File: config.mk
export PLATFORM = sky130hd
export DESIGN_NAME = bin2bcd_seq
export DESIGN_NICKNAME = d
export VERILOG_FILES = /design/src/rtl/bin2bcd_pkg.sv /design/src/rtl/bcd_digit_adj.sv /design/src/rtl/bin2bcd_seq.sv
export SDC_FILE = /design/constraint.sdc
export NUM_CORES = 1
export LEC_CHECK = 0
export ABC_AREA = 1
export CAP_MARGIN = 15
export CORE_ASPECT_RATIO = 0.5
export CORE_MARGIN = 2
export CORE_UTILIZATION = 25
export DETAILED_ROUTE_END_ITERATION = 6
export SLEW_MARGIN = 20
export SYNTH_ARGS = -nofsm -noshare
export SYNTH_HDL_FRONTEND = slang
export SYNTH_SLANG_ARGS = --single-unit
export TNS_END_PERCENT = 50
File: constraint.sdc
create_clock -name clk -period 2.2 [get_ports clk]
set_clock_uncertainty 0.1 [all_clocks]
set_input_delay 0.55 -clock clk [delete_from_list [all_inputs] [get_ports clk]]
set_output_delay 0.55 -clock clk [all_outputs]
set_load 0.02 [all_outputs]
File: src/rtl/bin2bcd_pkg.sv
// Shared types and defaults for the sequential binary-to-BCD converter.
package bin2bcd_pkg;

  typedef enum logic [1:0] {
    IDLE  = 2'd0,
    SHIFT = 2'd1,
    DONE  = 2'd2
  } state_t;

  localparam int DEF_WIDTH  = 16;
  localparam int DEF_DIGITS = 5;

  // Bits needed to count 0..v-1; never less than one bit.
  function automatic int clog2(input int v);
    int r;
    r = 0;
    while ((1 << r) < v) r++;
    return (r < 1) ? 1 : r;
  endfunction

endpackage

File: src/rtl/bcd_digit_adj.sv
// One double-dabble correction cell: add 3 to a BCD digit when it is 5 or more.
module bcd_digit_adj (
  input  logic [3:0] i_digit,
  output logic [3:0] o_digit
);

  // 4-bit wrap is harmless: a valid digit 5..9 maps to 8..12.
  always_comb o_digit = (i_digit >= 4'd5) ? (i_digit + 4'd3) : i_digit;

endmodule

File: src/rtl/bin2bcd_seq.sv
// Shift-add-3 binary-to-BCD converter: one input bit per clock, registered
// busy/done/bcd outputs, bcd held until the next completed conversion.
module bin2bcd_seq
  import bin2bcd_pkg::*;
#(
  parameter int WIDTH  = DEF_WIDTH,
  parameter int DIGITS = DEF_DIGITS
) (
  input  logic                  clk,
  input  logic                  reset,
  input  logic                  start,
  input  logic [WIDTH-1:0]      bin,
  output logic                  busy,
  output logic                  done,
  output logic [4*DIGITS-1:0]   bcd
);

  localparam int BCDW = 4 * DIGITS;
  localparam int SRW  = WIDTH + BCDW;
  localparam int CW   = clog2(WIDTH);
  localparam logic [CW-1:0] CNT_LAST = CW'(WIDTH - 1);

  state_t            r_state;
  logic [SRW-1:0]    r_sr;
  logic [CW-1:0]     r_cnt;
  logic [BCDW-1:0]   r_bcd;
  logic              r_busy;
  logic              r_done;

  logic [BCDW-1:0]   w_adj;
  logic [SRW-1:0]    w_sr_adj;
  logic [SRW-1:0]    w_shift;

  // Correct every digit of the current BCD field before the shift.
  for (genvar g = 0; g < DIGITS; g++) begin : g_adj
    bcd_digit_adj u_adj (
      .i_digit (r_sr[WIDTH + 4*g +: 4]),
      .o_digit (w_adj[4*g +: 4])
    );
  end

  assign w_sr_adj = {w_adj, r_sr[WIDTH-1:0]};
  assign w_shift  = w_sr_adj << 1;

  always_ff @(posedge clk or posedge reset) begin
    if (reset) begin
      r_state <= IDLE;
      r_sr    <= '0;
      r_cnt   <= '0;
      r_bcd   <= '0;
      r_busy  <= 1'b0;
      r_done  <= 1'b0;
    end else begin
      case (r_state)
        IDLE: begin
          r_done <= 1'b0;
          if (start) begin
            r_sr    <= {{BCDW{1'b0}}, bin};
            r_cnt   <= '0;
            r_busy  <= 1'b1;
            r_state <= SHIFT;
          end
        end
        SHIFT: begin
          r_sr <= w_shift;
          if (r_cnt == CNT_LAST) begin
            // Only the final shifted BCD field ever reaches the output.
            r_bcd   <= w_shift[SRW-1 -: BCDW];
            r_busy  <= 1'b0;
            r_done  <= 1'b1;
            r_state <= DONE;
          end else begin
            r_cnt <= r_cnt + CW'(1);
          end
        end
        DONE: begin
          r_done  <= 1'b0;
          r_state <= IDLE;
        end
        default: begin
          r_busy  <= 1'b0;
          r_done  <= 1'b0;
          r_state <= IDLE;
        end
      endcase
    end
  end

  assign busy = r_busy;
  assign done = r_done;
  assign bcd  = r_bcd;

endmodule

Figure 1. Wiring by layer.
Two of the layers only.
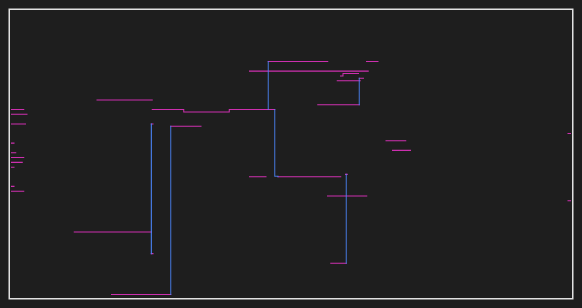
| color | layer | wire length |
|---|---|---|
| blue | M4 | 151 um |
| magenta | M3 | 253 um |

Figure 2. The metal 4 layer.
The bar under the picture is 50 um long. Cells faint in the background.
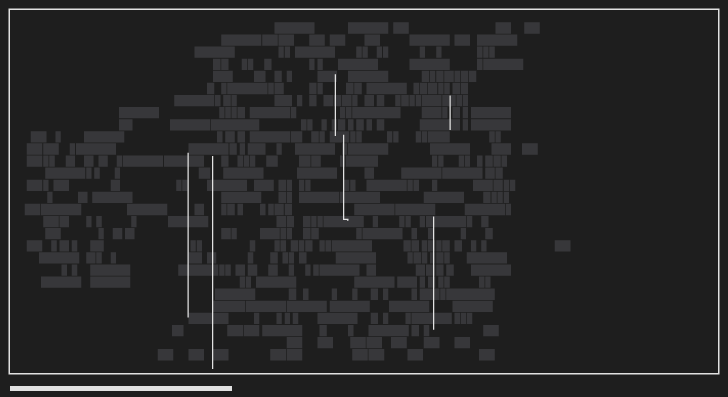
main direction: vertical
longest straight run: 47.6 um
nets with wire on the layer: 4
share of all routed wire: 2.2%

==> results_slide.txt <==
Synthesis and Place & Route Summary

Run status
  • Status: finished, final reports clean

Synthesis
  • Mapped Cells: 360
  • Synth cell types: 17
  • Synth flops: 64
  • Area leader share: 53.2%
  • Yosys aoi share: 7.15%
  • Yosys stat area: 3010 um2
  • Mux share: 0%
  • Register share after synthesis: 53.2%

Hold path
  • Hold Path Sink: done

Die
  • Fp_density: 25.6%
  • Ports: 41

Final timing
  • Min cycle time layout: 1.96 ns
  • Worst Tran Pin Value: 0.471 ns

Power
  • Leakage: 1.90 nW
  • Internal: 3.93 mW
  • Clock share of power: 25.9%

Placement
  • Worst slack at placement: 0.309 ns
  • Post-DP HPWL: 4.75 mm
  • GPL Wtd Cong: 0.833

Drt
  • Via count: 2513
  • Remaining DRCs: 0
  • Drt pass-1 iters: 4
  • Final WL: 6.73 mm
  • Vias per std cell: 4.36

Clock network
  • Post-CTS setup buffers: 0

Setup path
  • Worst stage delay on the critical path: 0.64 ns
  • Start point of the critical path: bcd[17]

Finish
  • Share of layout cells above drive strength 1: 7.77%
layout make-up:
cell class	instances	area, um2	area share (%)
clock inverters	6	116	2.92
well taps	165	206	5.18
inverters	28	109	2.73
repair buffers	47	478	12.0
multi-input cells	257	1230	31.0
clock buffers	10	239	6.00
flip-flops and latches	64	1600	40.2
power by group through the flow:
| stage | clock network [mW] | logic, mW | registers, mW |
|---|---|---|---|
| floorplan | 0 | 1.66 | 2.24 |
| global route | 1.76 | 3.09 | 2.17 |
| CTS | 1.71 | 2.70 | 2.09 |
| global placement | 0 | 2.64 | 2.09 |
| finish | 1.67 | 2.67 | 2.09 |
| detailed placement | 0 | 2.68 | 2.10 |
state kept, by name, summed over array words and instances, names as in the netlist:
| signal | flops |
|---|---|
| done | 1 |
| busy | 1 |
| bcd | 20 |
| r_state | 2 |
| r_cnt | 4 |
| r_sr | 36 |
cell usage after synthesis:
cell and number:
buf_2 8, buf_4 2, buf_6 1, dfrtp_1 64, ha_1 11, inv_1 24
inv_2 4, nand2_1 111, nand2_2 1, nand3_1 45, nand4_1 10, nor2_1 38
nor2_4 2, o21ai_0 16, o21ai_1 2, o22ai_1 20, or2_2 1
cells by family after synthesis:
family	after synthesis
simple gates	208
flops	64
buf+inv	39
compound gates	38
fa+ha+maj	11
metrics by stage:
step	utilization (%)	std cells	power [mW]	area (um2)	hold slack (ns)
after floorplan	-	360	3.89	3010	0.349
after CTS	33.9	577	6.50	3990	0.380
after detailed placement	30.8	561	4.79	3630	0.366
after global routing	33.9	577	7.01	3990	0.397
after global placement	30.8	561	4.73	3630	0.359
final	33.9	577	6.42	3990	0.369
metal layers:
metal,track usage [%],share of wire (%),vias to the layer above
li1,-,-,1288
met1,13.8,48,1165
met2,19.7,46,47
met3,2.98,3.7,13
met4,6.00,2.2,0
met5,0,0,-
Power figures rest on the tool's default switching activity, not on a simulated workload.
